Power grid:
Bar = 20 microns. Pins as bars on the die edge.
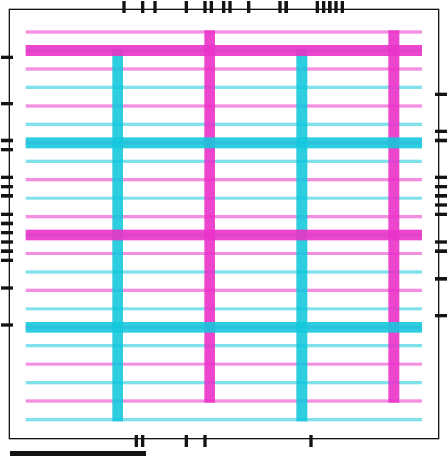
Cells colored by class:
Bar = 20 microns.
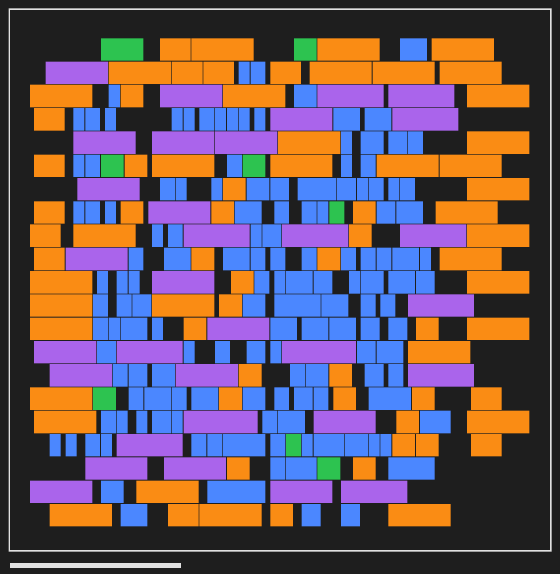
Clock wires, drivers and flops:
Bar = 20 microns.
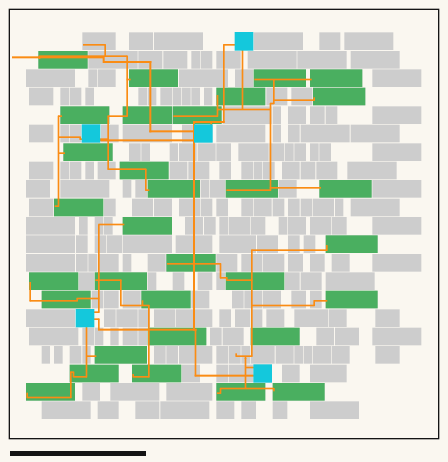
File: src/rtl/ctrl_pkg.sv
// Shared definitions for the 8-bit processor sequencer: opcodes, FSM state codes, strobe bundle.
package ctrl_pkg;

    localparam int unsigned INSTR_W = 8;
    localparam int unsigned OPC_W   = 3;
    localparam int unsigned OPND_W  = 5;

    localparam logic [2:0] OP_R   = 3'b000;
    localparam logic [2:0] OP_MFI = 3'b001;
    localparam logic [2:0] OP_MW  = 3'b010;
    localparam logic [2:0] OP_MR  = 3'b011;
    localparam logic [2:0] OP_J   = 3'b100;
    localparam logic [2:0] OP_JCE = 3'b101;
    localparam logic [2:0] OP_MB  = 3'b110;
    localparam logic [2:0] OP_JCN = 3'b111;

    localparam logic [2:0] ST_FETCH  = 3'd0;
    localparam logic [2:0] ST_DECODE = 3'd1;
    localparam logic [2:0] ST_EXEC   = 3'd2;
    localparam logic [2:0] ST_MEM    = 3'd3;
    localparam logic [2:0] ST_HOLD   = 3'd4;

    // Datapath control strobes driven during EXEC/MEM
    typedef struct packed {
        logic j;
        logic jc;
        logic ina;
        logic rm;
        logic wm;
        logic sin;
        logic sout;
        logic wr;
        logic neq;
    } ctl_t;

    localparam ctl_t CTL_NONE = '0;

endpackage

File: src/rtl/opcode_decode.sv
// Combinational opcode decoder: maps the 3-bit opcode to the strobe bundle and class flags.
module opcode_decode
    import ctrl_pkg::*;
(
    input  logic [OPC_W-1:0] opcode_i,
    output ctl_t             ctl_o,
    output logic             is_mem_o,
    output logic             is_jump_o
);

    always_comb begin
        ctl_o     = CTL_NONE;
        is_mem_o  = 1'b0;
        is_jump_o = 1'b0;
        case (opcode_i)
            OP_R:   ctl_o.sout = 1'b1;
            OP_MFI: begin
                ctl_o.sin = 1'b1;
                ctl_o.ina = 1'b1;
            end
            OP_MW: begin
                ctl_o.wm = 1'b1;
                is_mem_o = 1'b1;
            end
            OP_MR: begin
                ctl_o.rm = 1'b1;
                is_mem_o = 1'b1;
            end
            OP_J: begin
                ctl_o.j   = 1'b1;
                is_jump_o = 1'b1;
            end
            OP_JCE: begin
                ctl_o.jc  = 1'b1;
                is_jump_o = 1'b1;
            end
            OP_MB:  ctl_o.wr = 1'b1;
            OP_JCN: begin
                ctl_o.jc  = 1'b1;
                ctl_o.neq = 1'b1;
                is_jump_o = 1'b1;
            end
            default: ctl_o = CTL_NONE;
        endcase
    end

endmodule

File: src/rtl/instr_sequencer.sv
// Fetch/decode/execute sequencer owning the PC and the datapath strobes.
// Optional SINGLE_STEP_EN adds a HOLD state (after reset and every retire) released by step.
module instr_sequencer
    import ctrl_pkg::*;
#(
    parameter int unsigned PC_W = 8
) (
    input  logic               clk,
    input  logic               rst,
    output logic               imem_req,
    output logic [PC_W-1:0]    imem_addr,
    input  logic               imem_ack,
    input  logic [INSTR_W-1:0] imem_data,
    input  logic               dmem_ack,
    input  logic               eq,
    output logic [PC_W-1:0]    pc,
    output logic [INSTR_W-1:0] ir,
    output logic               j,
    output logic               jc,
    output logic               ina,
    output logic               rm,
    output logic               wm,
    output logic               sin,
    output logic               sout,
    output logic               wr,
    output logic               neq,
    output logic               retire
`ifdef SINGLE_STEP_EN
    ,
    input  logic               step
`endif
);

`ifdef SINGLE_STEP_EN
    localparam logic [2:0] IDLE_ST = ST_HOLD;
`else
    localparam logic [2:0] IDLE_ST = ST_FETCH;
`endif

    logic [2:0]         state_q,  state_d;
    logic [PC_W-1:0]    pc_q,     pc_d;
    logic [INSTR_W-1:0] ir_q,     ir_d;
    ctl_t               ctl_q,    ctl_d;
    logic               mem_q,    mem_d;
    logic               jump_q,   jump_d;
    logic               retire_q, retire_d;
    logic               req_q,    req_d;
    logic               mem_done;
    logic               take;

    ctl_t dec_ctl;
    logic dec_mem;
    logic dec_jump;

    opcode_decode u_dec (
        .opcode_i  (ir_q[INSTR_W-1 -: OPC_W]),
        .ctl_o     (dec_ctl),
        .is_mem_o  (dec_mem),
        .is_jump_o (dec_jump)
    );

    always_ff @(posedge clk) begin
        if (rst) begin
            state_q  <= IDLE_ST;
            pc_q     <= '0;
            ir_q     <= '0;
            ctl_q    <= CTL_NONE;
            mem_q    <= 1'b0;
            jump_q   <= 1'b0;
            retire_q <= 1'b0;
            req_q    <= (IDLE_ST == ST_FETCH);
        end else begin
            state_q  <= state_d;
            pc_q     <= pc_d;
            ir_q     <= ir_d;
            ctl_q    <= ctl_d;
            mem_q    <= mem_d;
            jump_q   <= jump_d;
            retire_q <= retire_d;
            req_q    <= req_d;
        end
    end

    // Next-state, PC and strobe staging; strobes are loaded in DECODE so they are live for EXEC
    always_comb begin
        state_d  = state_q;
        pc_d     = pc_q;
        ir_d     = ir_q;
        ctl_d    = ctl_q;
        mem_d    = mem_q;
        jump_d   = jump_q;
        retire_d = 1'b0;
        mem_done = 1'b0;
        take     = jump_q & (ctl_q.j | (ctl_q.jc & (eq ^ ctl_q.neq)));

        case (state_q)
            ST_FETCH: begin
                if (imem_ack) begin
                    ir_d    = imem_data;
                    pc_d    = pc_q + PC_W'(1);
                    state_d = ST_DECODE;
                end
            end
            ST_DECODE: begin
                ctl_d    = dec_ctl;
                mem_d    = dec_mem;
                jump_d   = dec_jump;
                retire_d = ~dec_mem;
                state_d  = ST_EXEC;
            end
            ST_EXEC: begin
                if (mem_q) begin
                    if (dmem_ack) begin
                        mem_done = 1'b1;
                        ctl_d    = CTL_NONE;
                        mem_d    = 1'b0;
                        state_d  = IDLE_ST;
                    end else begin
                        state_d  = ST_MEM;
                    end
                end else begin
                    if (take) begin
                        pc_d = PC_W'(ir_q[OPND_W-1:0]);
                    end
                    ctl_d   = CTL_NONE;
                    jump_d  = 1'b0;
                    state_d = IDLE_ST;
                end
            end
            ST_MEM: begin
                if (dmem_ack) begin
                    mem_done = 1'b1;
                    ctl_d    = CTL_NONE;
                    mem_d    = 1'b0;
                    state_d  = IDLE_ST;
                end
            end
`ifdef SINGLE_STEP_EN
            ST_HOLD: begin
                if (step) begin
                    state_d = ST_FETCH;
                end
            end
`endif
            default: state_d = IDLE_ST;
        endcase

        req_d = (state_d == ST_FETCH);
    end

    assign imem_req  = req_q;
    assign imem_addr = pc_q;
    assign pc        = pc_q;
    assign ir        = ir_q;
    assign j         = ctl_q.j;
    assign jc        = ctl_q.jc;
    assign ina       = ctl_q.ina;
    assign rm        = ctl_q.rm;
    assign wm        = ctl_q.wm;
    assign sin       = ctl_q.sin;
    assign sout      = ctl_q.sout;
    assign neq       = ctl_q.neq;
    // Data-memory completion is visible in the ack cycle itself: MR write-back and retire
    assign wr        = ctl_q.wr | (ctl_q.rm & mem_done);
    assign retire    = retire_q | mem_done;

endmodule

File: config.mk
export PLATFORM = sky130hd
export DESIGN_NAME = instr_sequencer
export DESIGN_NICKNAME = d
export VERILOG_FILES = /design/src/rtl/ctrl_pkg.sv /design/src/rtl/opcode_decode.sv /design/src/rtl/instr_sequencer.sv
export SDC_FILE = /design/constraint.sdc
export NUM_CORES = 1
export LEC_CHECK = 0
export CORE_MARGIN = 2
export CORE_UTILIZATION = 46
export CTS_CLUSTER_DIAMETER = 150
export DETAILED_ROUTE_END_ITERATION = 6
export MAX_ROUTING_LAYER = met4
export PLACE_DENSITY = 0.78
export SLEW_MARGIN = 25
export SYNTH_ARGS = -nofsm -noshare
export SYNTH_HDL_FRONTEND = slang
export SYNTH_SLANG_ARGS = --single-unit
File: constraint.sdc
create_clock -name clk -period 1.9 [get_ports clk]
set_input_delay 0.57 -clock clk [delete_from_list [all_inputs] [get_ports clk]]
set_output_delay 0.57 -clock clk [all_outputs]
set_load 0.1 [all_outputs]
==> run notes <==
The logs give 0 for the count of final max-slew check failures and -0.0526 ns for the smallest setup slack after layout. The worst-case clock skew came out at 0.00596 ns. In this run the register-to-register setup slack is 0.16 ns. The cell area that synthesis handed to floorplanning was 0.00161 sq mm. Floorplan die height: 63.1 microns. The run gives 0.00161 sq mm for the summed standard-cell area reported by yosys. The tools report the endpoint of the worst hold-timing path as neq$_SDFFE_PP0P_. Row generation in the floorplan step produced 21 rows. The run gives 32 as the count of clock tree sinks. The highest ir drop seen on vdd was 0.455 mV; the buffer and inverter count on the worst path was 1. The checks that failed: negative setup slack. Setup violations remaining at the end of the flow were counted as 2.

The run gives 0.00334 sq mm for the core footprint. Entering global routing, the biggest net connects 15 pins. According to the dpl log, the detail-placed design has an HPWL of 3260 microns.

For the sequential fraction of the synthesis area, the log shows 0.399. The flow ran to the end, but the final reports show violations. For this design, Yosys synthesis ends with a cell count of 197. The run gives 0 for the number of max-cap violations. After synthesis, the cell types taking the most area are sky130_fd_sc_hd__dfxtp_1 (40%), sky130_fd_sc_hd__a21oi_1 (7.2%), sky130_fd_sc_hd__nand2_1 (6.8%), sky130_fd_sc_hd__buf_4 (4.7%), sky130_fd_sc_hd__nor2_1 (2.6%). The master of the slowest instance on the critical path is sky130_fd_sc_hd__dfxtp_4. In this run, synthesis produced a sequential element count of 32. The async set-or-reset flop fraction in the synthesized netlist is 0. Average instance area after synthesis: 8.16 sq um. For the worst min-delay path, the startpoint reported by OpenROAD is neq$_SDFFE_PP0P_.
## Picture notes: 'power grid'
[VSS] cyan
[VDD] magenta
signal pins: 48
met5 straps: 4
met4 straps: 4
rows: 21
met1 rails: 22

## Picture notes: 'cells colored by class'
[registers] purple | cells: 32
[remaining buffers and delay cells] orange | cells: 71
[clock drivers and dummy loads] green | cells: 8
[remaining logic cells] blue | cells: 141

## Picture notes: 'clock wires, drivers and flops'
[clock wires] orange | length: 437 microns
[flip-flops] green | count: 32
[clock-net drivers] cyan | count: 5
flops lie: all over the die
routed clock nets: 6

[where the power goes]
part / switching, mW / internal, mW / leakage [nW]
combinational: 0.205 / 0.142 / 0.716
clock: 0.248 / 0.176 / 0.0380
sequential: 0.0252 / 0.687 / 0.266
[layer usage]
metal / vias up / track usage / wire (microns)
met5: - / - / 0
met4: 0 / 0.0944 / 40
met3: 5 / 0.0786 / 318
met2: 76 / 0.387 / 2230
met1: 779 / 0.274 / 1780
li1: 807 / - / -
[metrics by stage]
stage | util | worst slack [ns] | hold WS, ns | cell area (sq um) | cells
5_1_grt | 0.789 | -0.114 | 0.532 | 2630 | 298
4_1_cts | 0.789 | -0.0692 | 0.515 | 2630 | 298
3_3_place_gp | 0.759 | -0.297 | 0.473 | 2530 | 289
3_5_place_dp | 0.759 | -0.344 | 0.500 | 2530 | 289
2_1_floorplan | - | 0.0730 | 0.478 | 1620 | 197
6_report | 0.789 | -0.0526 | 0.515 | 2630 | 298
[worst max path at each step]
stage | slack [ns] | endpoint | cells past startpoint | start
after floorplan | 0.07 | wr | 4 | state_q[1]$_SDFF_PP0_
after global placement | -0.30 | wr | 4 | dmem_ack
after detailed placement | -0.34 | wr | 4 | dmem_ack
after CTS | -0.07 | wr | 4 | state_q[2]$_SDFF_PP0_
after global routing | -0.11 | wr | 4 | state_q[2]$_SDFF_PP0_
final | -0.05 | wr | 4 | state_q[2]$_SDFF_PP0_
[cell type report]
class / instances / area [sq um]
inverters: 1 / 3.75
well taps: 46 / 57.6
multi-input cells: 140 / 848
clock buffers: 6 / 51.3
repair buffers: 71 / 1000
flip-flops and latches: 32 / 662
clock inverters: 2 / 10.0
fillers: 218 / 703
[tightest hold or removal path, stage by stage (launching register included)]
cell and delay [ns]:
sky130_fd_sc_hd__dfxtp_2 0.36, sky130_fd_sc_hd__nand2_1 0.06, sky130_fd_sc_hd__a21oi_1 0.06
[cell usage in the layout, fill, tap and decap left out, drive strengths merged, types with 3 or more instances in the layout]
cell type and count:
buf 59, dfxtp 32, nand2 29, a21oi 23, clkdlybuf4s50 11, nor2 11, o21ai 9, nor3 8
nand2b 6, clkbuf 6, nand3 5, nor3b 4, a2bb2oi 3, and3 3, nand4 3, a21o 3
[what timing repair did]
| item | in CTS | in global routing |
|---|---|---|
| setup endpoints to repair | 2 | 2 |
| setup buffers | 1 | 0 |
| gates resized | 12 | 0 |
| pin swaps | 1 | 1 |
| endpoints found under the hold margin | 0 | 0 |
[cell families after synthesis]
family                     after synthesis  synth area share
buffers and inverters                   25            0.0888
DFF                                     32             0.399
xor gates and xnor gates                 1           0.00545
AOI/OAI and AO/OA                       56             0.232
other                                    1           0.00233
adders and majority gates                1           0.00779
and+or+nand+nor                         81             0.265
Power figures rest on the tool's default switching activity, not on a simulated workload.
